--- src/rtl/connect_win_scanner.sv ---
// Multi-cycle Connect-4 win scanner: snapshots one player board on start and scans one anchor row per clock.
// Optional draw detection is compiled in with CONNECT_DRAW_DETECT_EN.
module connect_win_scanner #(
   parameter int ROWS    = 6,
   parameter int COLS    = 7,
   parameter int WIN_LEN = 4,
   parameter int PLAYERS = 2,
   parameter int PW      = (PLAYERS > 1) ? $clog2(PLAYERS) : 1
) (
   input  logic                          clk,
   input  logic                          reset,
   input  logic [PLAYERS*ROWS*COLS-1:0]  boards,
   input  logic [PW-1:0]                 player,
   input  logic                          start,
   output logic                          busy,
   output logic                          done,
   output logic                          win,
   output logic [ROWS*COLS-1:0]          win_mask,
   output logic                          draw
);

   localparam int CELLS = ROWS * COLS;
   localparam int RW    = (ROWS > 1) ? $clog2(ROWS) : 1;
   localparam logic [CELLS-1:0] ONE = CELLS'(1);

   typedef enum logic [1:0] {
      S_IDLE,
      S_SCAN,
      S_DONE
   } state_t;

   state_t             r_state;
   state_t             w_state_next;
   logic [RW-1:0]      r_row;
   logic [CELLS-1:0]   r_board;
   logic               r_win;
   logic [CELLS-1:0]   r_mask;
   logic [CELLS-1:0]   w_sel;
   logic [CELLS-1:0]   w_row_mask;
   logic               w_row_win;
   logic               w_accept;
   logic               w_last;

   // Mask of the run anchored at (r,c) stepping (dr,dc); zero if off-board or not fully occupied.
   function automatic logic [CELLS-1:0] run_mask(input logic [CELLS-1:0] b, input int r, input int c,
                                                 input int dr, input int dc);
      logic [CELLS-1:0] m;
      logic [CELLS-1:0] t;
      logic             hit;
      int               er;
      int               ec;
      int               idx;
      m   = '0;
      hit = 1'b1;
      er  = r + dr * (WIN_LEN - 1);
      ec  = c + dc * (WIN_LEN - 1);
      if (er < 0 || er >= ROWS || ec >= COLS) begin
         hit = 1'b0;
      end else begin
         for (int k = 0; k < WIN_LEN; k++) begin
            idx = (r + dr * k) * COLS + c + dc * k;
            t   = b >> idx;
            hit = hit & t[0];
            m   = m | (ONE << idx);
         end
      end
      return hit ? m : '0;
   endfunction

   assign w_accept = start && (r_state != S_SCAN);
   assign w_last   = (r_row == RW'(ROWS - 1));

   // A player index with no board selects an empty board, so the scan finds nothing.
   always_comb begin
      w_sel = '0;
      for (int p = 0; p < PLAYERS; p++) begin
         if (int'(player) == p) begin
            w_sel = boards[p*CELLS +: CELLS];
         end
      end
   end

   always_comb begin
      w_row_mask = '0;
      for (int r = 0; r < ROWS; r++) begin
         for (int c = 0; c < COLS; c++) begin
            if (r_row == RW'(r)) begin
               w_row_mask = w_row_mask
                          | run_mask(r_board, r, c, 0, 1)
                          | run_mask(r_board, r, c, 1, 0)
                          | run_mask(r_board, r, c, 1, 1)
                          | run_mask(r_board, r, c, -1, 1);
            end
         end
      end
      w_row_win = |w_row_mask;
   end

   always_ff @(posedge clk) begin
      if (reset) begin
         r_state <= S_IDLE;
      end else begin
         r_state <= w_state_next;
      end
   end

   always_comb begin
      w_state_next = r_state;
      case (r_state)
         S_IDLE:  if (start) w_state_next = S_SCAN;
         S_SCAN:  if (w_last) w_state_next = S_DONE;
         S_DONE:  w_state_next = start ? S_SCAN : S_IDLE;
         default: w_state_next = S_IDLE;
      endcase
   end

   always_ff @(posedge clk) begin
      if (reset) begin
         r_row   <= '0;
         r_board <= '0;
         r_win   <= 1'b0;
         r_mask  <= '0;
      end else if (w_accept) begin
         r_board <= w_sel;
         r_row   <= '0;
         r_win   <= 1'b0;
         r_mask  <= '0;
      end else if (r_state == S_SCAN) begin
         r_mask <= r_mask | w_row_mask;
         r_win  <= r_win | w_row_win;
         r_row  <= w_last ? '0 : r_row + 1'b1;
      end
   end

`ifdef CONNECT_DRAW_DETECT_EN
   logic [CELLS-1:0] r_occ;
   logic [CELLS-1:0] w_occ;
   logic             r_draw;

   always_comb begin
      w_occ = '0;
      for (int p = 0; p < PLAYERS; p++) begin
         w_occ = w_occ | boards[p*CELLS +: CELLS];
      end
   end

   // Draw is resolved on the last row so it lands together with the final win flag.
   always_ff @(posedge clk) begin
      if (reset) begin
         r_occ  <= '0;
         r_draw <= 1'b0;
      end else if (w_accept) begin
         r_occ  <= w_occ;
         r_draw <= 1'b0;
      end else if (r_state == S_SCAN && w_last) begin
         r_draw <= (&r_occ) & ~(r_win | w_row_win);
      end
   end

   assign draw = r_draw;
`else
   assign draw = 1'b0;
`endif

   assign busy     = (r_state == S_SCAN);
   assign done     = (r_state == S_DONE);
   assign win      = r_win;
   assign win_mask = r_mask;

endmodule

--- config.mk ---
export PLATFORM = sky130hd
export DESIGN_NAME = connect_win_scanner
export DESIGN_NICKNAME = d
export VERILOG_FILES = /design/src/rtl/connect_win_scanner.sv
export SDC_FILE = /design/constraint.sdc
export NUM_CORES = 1
export LEC_CHECK = 0
export CAP_MARGIN = 20
export CELL_PAD_IN_SITES_DETAIL_PLACEMENT = 1
export CELL_PAD_IN_SITES_GLOBAL_PLACEMENT = 1
export CORE_ASPECT_RATIO = 1.75
export CORE_UTILIZATION = 35
export DETAILED_ROUTE_END_ITERATION = 7
export PLACE_DENSITY = 0.81
export SLEW_MARGIN = 5
export SYNTH_ARGS = -nofsm -noshare
export SYNTH_HDL_FRONTEND = slang
export SYNTH_SLANG_ARGS = --single-unit
--- constraint.sdc ---
create_clock -name clk -period 3.6 [get_ports clk]
set_clock_uncertainty 0.15 [all_clocks]
set_input_delay 0.72 -clock clk [delete_from_list [all_inputs] [get_ports clk]]
set_output_delay 0.72 -clock clk [all_outputs]
set_load 0.01 [all_outputs]
Run 1, placement by cell class:
Fill, decap, tap and diode cells in gray.
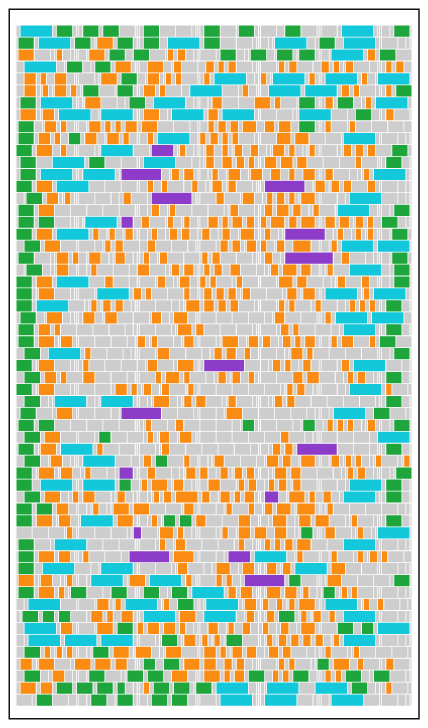
class	color	cells	share of their area
remaining logic cells	orange	520	46%
remaining buffers and delay cells	green	148	22%
clock drivers and dummy loads	purple	16	4.8%
sequential cells	cyan	90	27%
core region area: 0.0140 mm^2
final instance area: 0.00678 mm^2
sequential share of cell area: 26.6%
end-of-flow core utilization: 48.5%

Run 1, placement view:
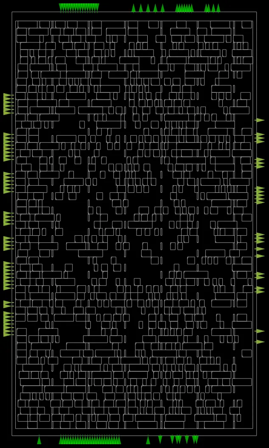
tapcell count: 177
filler-free cell count of the finished design: 951

Run 1, routed clock nets over the placement:
The bar under the picture is 20 um long.
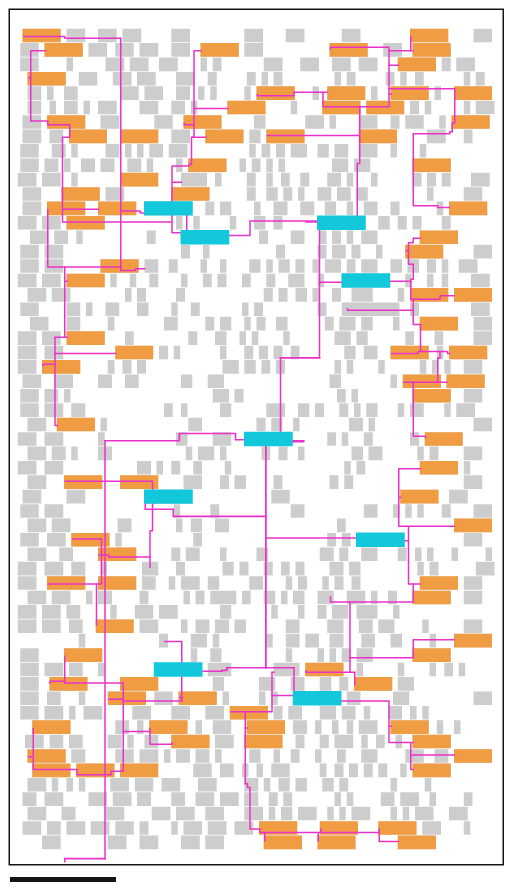
[clock-net drivers] cyan | count: 9
[clock wires] magenta | length: 1,300 um
[flip-flops] orange | count: 90
flops lie	spread over the die
routed clock nets	10
insertion delay to the later sink of the worst-skew pair: 0.35 ns
clock power share: 39.9%
Clock group: 1.00 mW

==> out/qor.csv, run 1 <==
stage,metric,value,unit
timing,final number of max-transition violations,0,
timing,min cycle time layout,2.96,ns
critical_path,critical path class,flip-flop to flip-flop,
clock_tree,cell at the root of the clock tree,sky130_fd_sc_hd__clkbuf_16,
synthesis,post-synthesis cell count,670,
critical_path,cells on worst reg2reg path,7,
floorplanning,Die Height,161,um
timing,"Setup violations, final",0,
placed_design,count of buffers from port buffering,132,
floorplanning,chip width,93.0,um
critical_path,count of cell instances traversed by the critical path,7,
critical_path,critical path's slowest cell,sky130_fd_sc_hd__dfxtp_1,
global_route,largest net degree at the start of global routing,47,
run_status,result of the run,"complete, no violations",
synthesis,cell total in the yosys stat output,670,
synthesis,number of synthesized register bits,90,
critical_path,Critical Path Source,r_row[1],
timing,setup repair after global routing missed its margin,no,
floorplanning,fraction of the core area occupied by cells at floorplan,36.3,%
synthesis,Main synth FF type,sky130_fd_sc_hd__dfxtp_1,
synthesis,post-synthesis instance area,0.00507,mm^2
critical_path,end of the worst register-to-register path,win,
power,Leakage Power,2.49,nW
critical_path,flop2flop setup slack,0.64,ns
critical_path,critical path startpoint category,flip-flop,
synthesis,top cells by instance count after synthesis,"sky130_fd_sc_hd__nor2_1, sky130_fd_sc_hd__dfxtp_1, sky130_fd_sc_hd__a21oi_1, sky130_fd_sc_hd__mux2i_1, sky130_fd_sc_hd__a211oi_1",
global_route,number of antenna violations at the first check in global routing,0,
route,post-route antenna net violation count,0,
floorplanning,number of rows in the core area,57,
critical_path,cell class contributing the biggest share of worst-path delay,simple AND/OR/NAND/NOR gates,
cells_and_area,"commonest non-fill, non-tap cells in the layout","sky130_fd_sc_hd__nor2_1, sky130_fd_sc_hd__clkdlybuf4s50_1, sky130_fd_sc_hd__dfxtp_1, sky130_fd_sc_hd__mux2i_1, sky130_fd_sc_hd__a21oi_1",
critical_path,Critical Path End Type,flip-flop,
critical_path,launching point of the worst reg2reg path,r_row[1],
placed_design,global placement routability congestion,1.05,
placed_design,post-placement worst setup slack,0.692,ns
synthesis,cell taking the most area after synthesis,sky130_fd_sc_hd__dfxtp_1,
clock_tree,CTS hold repair buffers,0,
global_route,global-route wire length before repair,36.0,mm
synthesis,Syn Nets,759,
critical_path,Worst setup endpoint,win,
floorplanning,Chip Footprint,0.0150,mm^2
clock_tree,CTS tree,built,
clock_tree,count of instances resized after the clock tree is built,0,
flow_run,tally of OpenROAD warnings,26,
clock_tree,clock transition time at the flip-flop clock pins of the worst setup and hold paths,0.06,ns
global_route,total global routing track utilization,32.8,%
synthesis,top cell type's share of synthesized area,35.5,%
placed_design,Placement Cell Area,0.00646,mm^2
clock_tree,Bufs on Longest Clock Path,2,
global_route,total grt overflow,0,
timing,count of endpoints failing hold in the final timing report,0,
cells_and_area,fraction of layout cells with a size suffix above 1,5.56,%
critical_path,cell chain of the critical path,"or2_0, nor3_1, nor4_1, o211ai_1, nor4b_1, and4_1, a31oi_1",
placed_design,dpl hpwl,19.0,mm
floorplanning,count of pins on the block boundary,134,
timing,worst slew pin tran,1.06,ns
power,P per Cell Area,371,mW/mm^2
critical_path,worst stage delay on the critical path,0.64,ns
clock_tree,post-CTS setup repair buffer count,0,
power,post-route total power,2.51,mW
timing,setup TNS,0,ns
cells_and_area,Final nets,858,
power,worst supply voltage drop on vdd,240,uV
cells_and_area,most frequent logic cell in the layout,sky130_fd_sc_hd__nor2_1,
clock_tree,Num Clock Sinks,90,
critical_path,data arrival at the endpoint of the critical path,3.04,ns
route,mean routed wirelength per cell,25.1,um
synthesis,proportion of synthesized flip-flops having asynchronous set or reset,0,%
synthesis,fraction of the yosys area taken by sequential cells,35.5,%
route,length of the first detailed-routing pass in iterations,7,
synthesis,number of synthesized flops with an enable pin,0,
[run 1: worst register-to-register path, delay by kind of cell, from the launching register on]
kind | cells | cell delay [ns]
AND-OR/OR-AND | 2 | 0.25
flip-flops | 1 | 0.64
AND/OR/NAND/NOR | 5 | 1.81
[run 1: sequential cells by signal, summed over array words and instances (netlist names)]
register  cells
r_state       2
win_mask     42
r_row         3
win           1
r_board      42
[run 1: final cells by class]
cell class,count,area [um^2]
fill,1724,7200
multi-input combinational,512,2970
sequential,90,1800
timing repair buffer,148,1440
clock buffer,11,253
tap,177,221
clock inverter,5,60.1
inverter,8,30.0
[run 1: worst min-delay path by stage]
| stage | startpoint | endpoint | depth (start not counted) |
|---|---|---|---|
| floorplan | win_mask[2] | win_mask[2] | 2 |
| detailed placement | win_mask[2] | win_mask[2] | 2 |
| global route | win_mask[2] | win_mask[2] | 2 |
| global placement | win_mask[2] | win_mask[2] | 2 |
| finish | win_mask[2] | win_mask[2] | 2 |
| CTS | win_mask[2] | win_mask[2] | 2 |
[run 1: cell families after synthesis]
kind of cell | after synthesis | synth area share (%)
DFF | 90 | 35.5
buffers and inverters | 68 | 5.82
and+or+nand+nor | 296 | 27.4
other | 1 | 0.0740
xor gates and xnor gates | 1 | 0.173
adders and majority gates | 1 | 0.247
AOI/OAI and AO/OA | 161 | 20.5
muxes | 52 | 10.3
[run 1: power by group]
part           switching, mW  internal, mW
clock network          0.424         0.579
registers              0.127          1.04
logic                  0.170         0.172
[run 1: layer usage]
metal / share of wire, % / GRT usage, %
met5: 0 / 0
met4: 7.1 / 20.8
met3: 4.1 / 4.94
met2: 52 / 58.9
met1: 37 / 35.2
Run 1, pin placement:
Pins as bars across the die edge, other pins in gray.
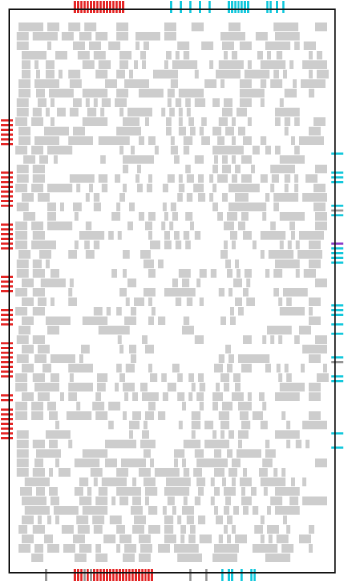

==> run 2: changes to the inputs <==
- CORE_UTILIZATION: 35 -> 32
- PLACE_DENSITY: 0.81 -> 0.78
- clock period: 3.6 -> 2.4 ns (I/O delays scaled with it)
Run 2, pin placement:
Pins as bars across the die edge, other pins in gray.
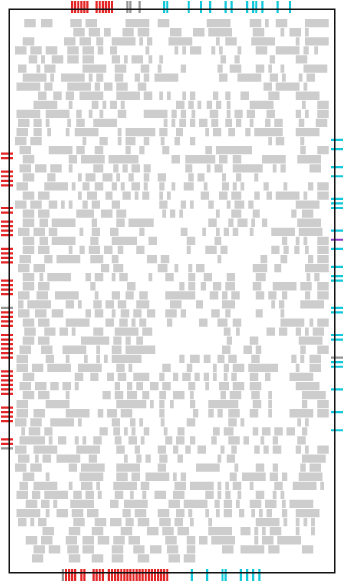
port	color	pins	direction	edge
boards	red	84	input	42 west, 30 south, 12 north
win_mask	cyan	42	output	21 east, 13 north, 8 south
win	purple	1	output	east
all pins by edge	44 west, 39 south, 28 north, 23 east
chip width: 97.2 um
count of buffers from port buffering: 132
Die Height: 169 um

Run 2, signal wires by layer:
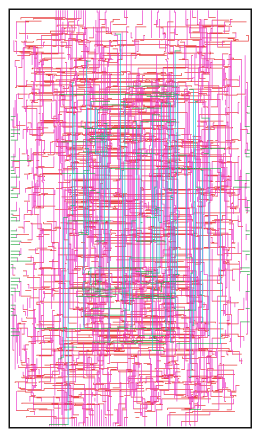
layer	color	wire length
M2	magenta	12,700 um
M3	green	914 um
M1	red	9,170 um
M4	cyan	2,210 um
post-detailed-routing wire length: 25.0 mm
total global routing track utilization: 30.6%
total number of vias: 5,973

==> out/qor.csv, run 2 <==
stage,metric,value,unit,change
cells_and_area,area used by multi-input combinational logic,0.00305,mm^2,was 0.00297 mm^2
clock_tree,CTS hold repair buffers,0,,unchanged
synthesis,fraction of the yosys area taken by sequential cells,35.5,%,unchanged
route,post-route antenna net violation count,0,,unchanged
placed_design,global placement routability congestion,0.985,,was 1.05
timing,min cycle time layout,2.41,ns,was 2.96 ns
timing,Peak Freq,415,MHz,was 338 MHz
cells_and_area,fraction of layout cells with a size suffix above 1,16.5,%,was 5.56%
critical_path,worst stage delay on the critical path,0.68,ns,was 0.64 ns
placed_design,dpl hpwl,20.4,mm,was 19.0 mm
clock_tree,insertion delay to the later sink of the worst-skew pair,0.35,ns,about the same
critical_path,cell class contributing the biggest share of worst-path delay,AND-OR/OR-AND gates,,was simple AND/OR/NAND/NOR gates
clock_tree,Num Clock Sinks,90,,unchanged
clock_tree,H-tree depth,3,,unchanged
synthesis,number of synthesized flops with an enable pin,0,,unchanged
cells_and_area,Layout clock buffers,9,,was 11
critical_path,count of cell instances traversed by the critical path,6,,was 7
cells_and_area,combinational share of cell area,40.5,%,was 43.9%
cells_and_area,most frequent logic cell in the layout,sky130_fd_sc_hd__nor2_1,,unchanged
route,length of the first detailed-routing pass in iterations,5,,was 7
critical_path,critical path startpoint category,flip-flop,,unchanged
critical_path,critical path's slowest cell,sky130_fd_sc_hd__dfxtp_1,,unchanged
global_route,global-route wire length before repair,37.4,mm,was 36.0 mm
floorplanning,number of rows in the core area,60,,was 57
synthesis,Syn Nets,759,,unchanged
floorplanning,fraction of the core area occupied by cells at floorplan,32.8,%,was 36.3%
cells_and_area,Seq. cell area,0.00181,mm^2,was 0.00180 mm^2
cells_and_area,layout buffer count excluding clock buffers,234,,was 148
clock_tree,Bufs on Longest Clock Path,2,,unchanged
synthesis,most common cell in the synthesized netlist,sky130_fd_sc_hd__nor2_1,,unchanged
synthesis,cell taking the most area after synthesis,sky130_fd_sc_hd__dfxtp_1,,unchanged
cells_and_area,"commonest non-fill, non-tap cells in the layout","sky130_fd_sc_hd__nor2_1, sky130_fd_sc_hd__clkdlybuf4s50_1, sky130_fd_sc_hd__buf_4, sky130_fd_sc_hd__dfxtp_1",,"was sky130_fd_sc_hd__nor2_1, sky130_fd_sc_hd__clkdlybuf4s50_1, sky130_fd_sc_hd__dfxtp_1, sky130_fd_sc_hd__mux2i_1, sky130_fd_sc_hd__a21oi_1"
run_status,violated checks,negative setup slack,,
critical_path,Critical Path End Type,flip-flop,,unchanged
critical_path,end of the worst register-to-register path,win,,unchanged
global_route,total grt overflow,0,,unchanged
synthesis,biggest area contributors in the synthesized netlist,"sky130_fd_sc_hd__dfxtp_1, sky130_fd_sc_hd__nor2_1, sky130_fd_sc_hd__mux2i_1, sky130_fd_sc_hd__a211oi_1, sky130_fd_sc_hd__a21oi_1",,unchanged
global_route,number of antenna violations at the first check in global routing,0,,unchanged
synthesis,Main synth FF type,sky130_fd_sc_hd__dfxtp_1,,unchanged
cells_and_area,multi-input combinational cell count,512,,unchanged
cells_and_area,sequential share of cell area,24.0,%,was 26.6%
route,mean routed wirelength per cell,23.9,um,was 25.1 um
hold_path,cell depth of the worst hold path,2,,unchanged
critical_path,flop2flop setup slack,-0.01,ns,was 0.64 ns
timing,"Setup violations, final",1,,was 0
power,Leakage Power,2.95,nW,was 2.49 nW
cells_and_area,number of inserted filler cells in the final layout,1900,,"was 1,724"
cells_and_area,end-of-flow core utilization,48.7,%,was 48.5%
hold_path,Hold Crit Endpoint,win_mask[2],,unchanged
cells_and_area,Final nets,944,,was 858
timing,final number of max-transition violations,0,,unchanged
floorplanning,Chip Footprint,0.0164,mm^2,was 0.0150 mm^2
timing,"crit path setup slack, layout",-0.0106,ns,was 0.639 ns
synthesis,number of synthesized register bits,90,,unchanged
timing,worst slew pin tran,0.910,ns,was 1.06 ns
power,P per Cell Area,508,mW/mm^2,was 371 mW/mm^2
flow_run,tally of OpenROAD warnings,26,,unchanged
cells_and_area,top cell category,logic gates,,unchanged
floorplanning,core region area,0.0155,mm^2,was 0.0140 mm^2
floorplanning,tapcell count,186,,was 177
cells_and_area,fraction of cell area in non-clock buffers,28.0,%,was 21.2%
clock_tree,clock transition time at the flip-flop clock pins of the worst setup and hold paths,0.07,ns,was 0.06 ns
run_status,result of the run,finished with violations,,"was complete, no violations"
hold_path,Hold Path Origin,win_mask[2],,unchanged
placed_design,Placement Cell Area,0.00716,mm^2,was 0.00646 mm^2
power,worst supply voltage drop on vdd,300,uV,was 240 uV
synthesis,top cell type's share of synthesized area,35.5,%,unchanged
global_route,largest net degree at the start of global routing,54,,was 47
floorplanning,count of pins on the block boundary,134,,unchanged
critical_path,cells on worst reg2reg path,6,,was 7
critical_path,Worst setup endpoint,win,,unchanged
clock_tree,cell at the root of the clock tree,sky130_fd_sc_hd__clkbuf_16,,unchanged
synthesis,cell total in the yosys stat output,670,,unchanged
timing,count of endpoints failing hold in the final timing report,0,,unchanged
cells_and_area,Synth-to-Final Area Change,48.5,%,was 33.7%
synthesis,post-synthesis instance area,0.00507,mm^2,unchanged
critical_path,data arrival at the endpoint of the critical path,2.53,ns,was 3.04 ns
critical_path,launching point of the worst reg2reg path,r_board[26],,was r_row[1]
critical_path,cell chain of the critical path,"nand3_1, a21oi_1, o31ai_1, nor4b_4, and4_1, a31oi_1",,"was or2_0, nor3_1, nor4_1, o211ai_1, nor4b_1, and4_1, a31oi_1"
synthesis,top cells by instance count after synthesis,"sky130_fd_sc_hd__nor2_1, sky130_fd_sc_hd__dfxtp_1, sky130_fd_sc_hd__a21oi_1, sky130_fd_sc_hd__mux2i_1, sky130_fd_sc_hd__a211oi_1",,unchanged
critical_path,Critical Path Source,r_board[26],,was r_row[1]
synthesis,proportion of synthesized flip-flops having asynchronous set or reset,0,%,unchanged
cells_and_area,Layout clock area frac,3.99,%,was 4.62%
critical_path,critical path class,flip-flop to flip-flop,,unchanged
Run 2, routed clock nets over the placement:
The bar under the picture is 20 um long.
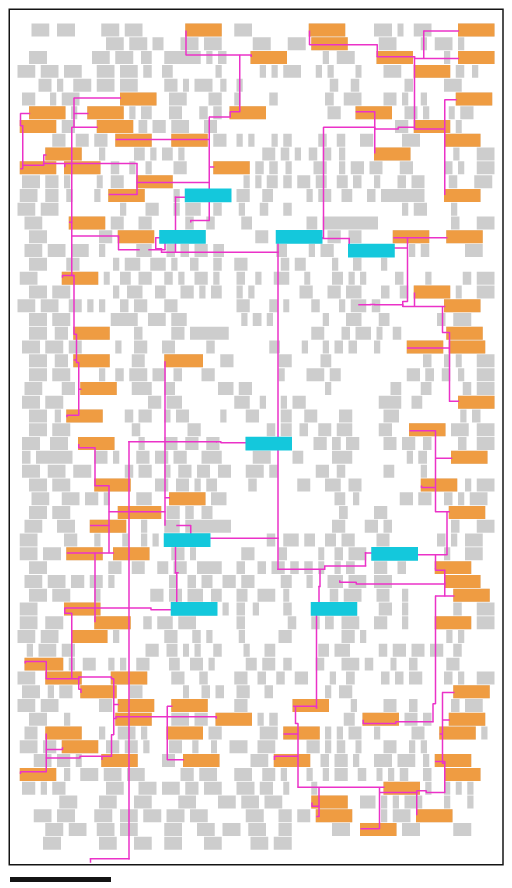
[clock wires] magenta | length: 1,310 um
[flip-flops] orange | count: 90
[clock-net drivers] cyan | count: 9
flops lie	spread over the die
Clock group: 1.47 mW
clock power share: 38.5%

run 2: power breakdown:
group / switching, mW / total (mW) / internal, mW
Clock: 0.654 / 1.47 / 0.818
Sequential: 0.171 / 1.73 / 1.56
Combinational: 0.303 / 0.618 / 0.316
Total: 1.13 / 3.82 / 2.69
run 2: routing by layer:
| layer | GRT usage, % | vias to the layer above | wire length, um | share of wire [%] |
|---|---|---|---|---|
| met3 | 3.43 | 97 | 914 | 3.7 |
| met2 | 54.7 | 255 | 12700 | 51 |
| met1 | 31.7 | 2842 | 9170 | 37 |
| li1 | - | 2779 | - | - |
| met5 | 0 | - | 0 | 0 |
| met4 | 26.1 | 0 | 2210 | 8.8 |
run 2: stage by stage:
step / hold slack (ns) / setup TNS [ns] / total power [mW] / std cells / worst slack, ns
6_report: 0.306 / -0.0106 / 3.82 / 1046 / -0.0106
5_1_grt: 0.331 / -0.0474 / 3.94 / 1046 / -0.0474
4_1_cts: 0.312 / 0 / 3.83 / 1046 / 0.0445
3_5_place_dp: 0.302 / -0.0658 / 2.37 / 1030 / -0.0658
3_3_place_gp: 0.287 / -0.0773 / 2.35 / 1030 / -0.0773
2_1_floorplan: 0.320 / 0 / 1.99 / 670 / 0.0176
run 2: cell families (layout without fill, tap and decap cells):
| group | Yosys count | after routing | share of synthesized area, % |
|---|---|---|---|
| compound gates | 161 | 161 | 20.5 |
| xor+xnor | 1 | 1 | 0.173 |
| fa+ha+maj | 1 | 1 | 0.247 |
| buf+inv | 68 | 258 | 5.82 |
| flops | 90 | 90 | 35.5 |
| mux | 52 | 52 | 10.3 |
| other cells | 1 | 1 | 0.0740 |
| simple gates | 296 | 296 | 27.4 |
run 2: what timing repair did:
action                     CTS  global route
buffers inserted             0             0
setup endpoints to repair    1             3
gates resized                5            13
pin swaps                    0             1
Power and IR drop assume default switching activity.
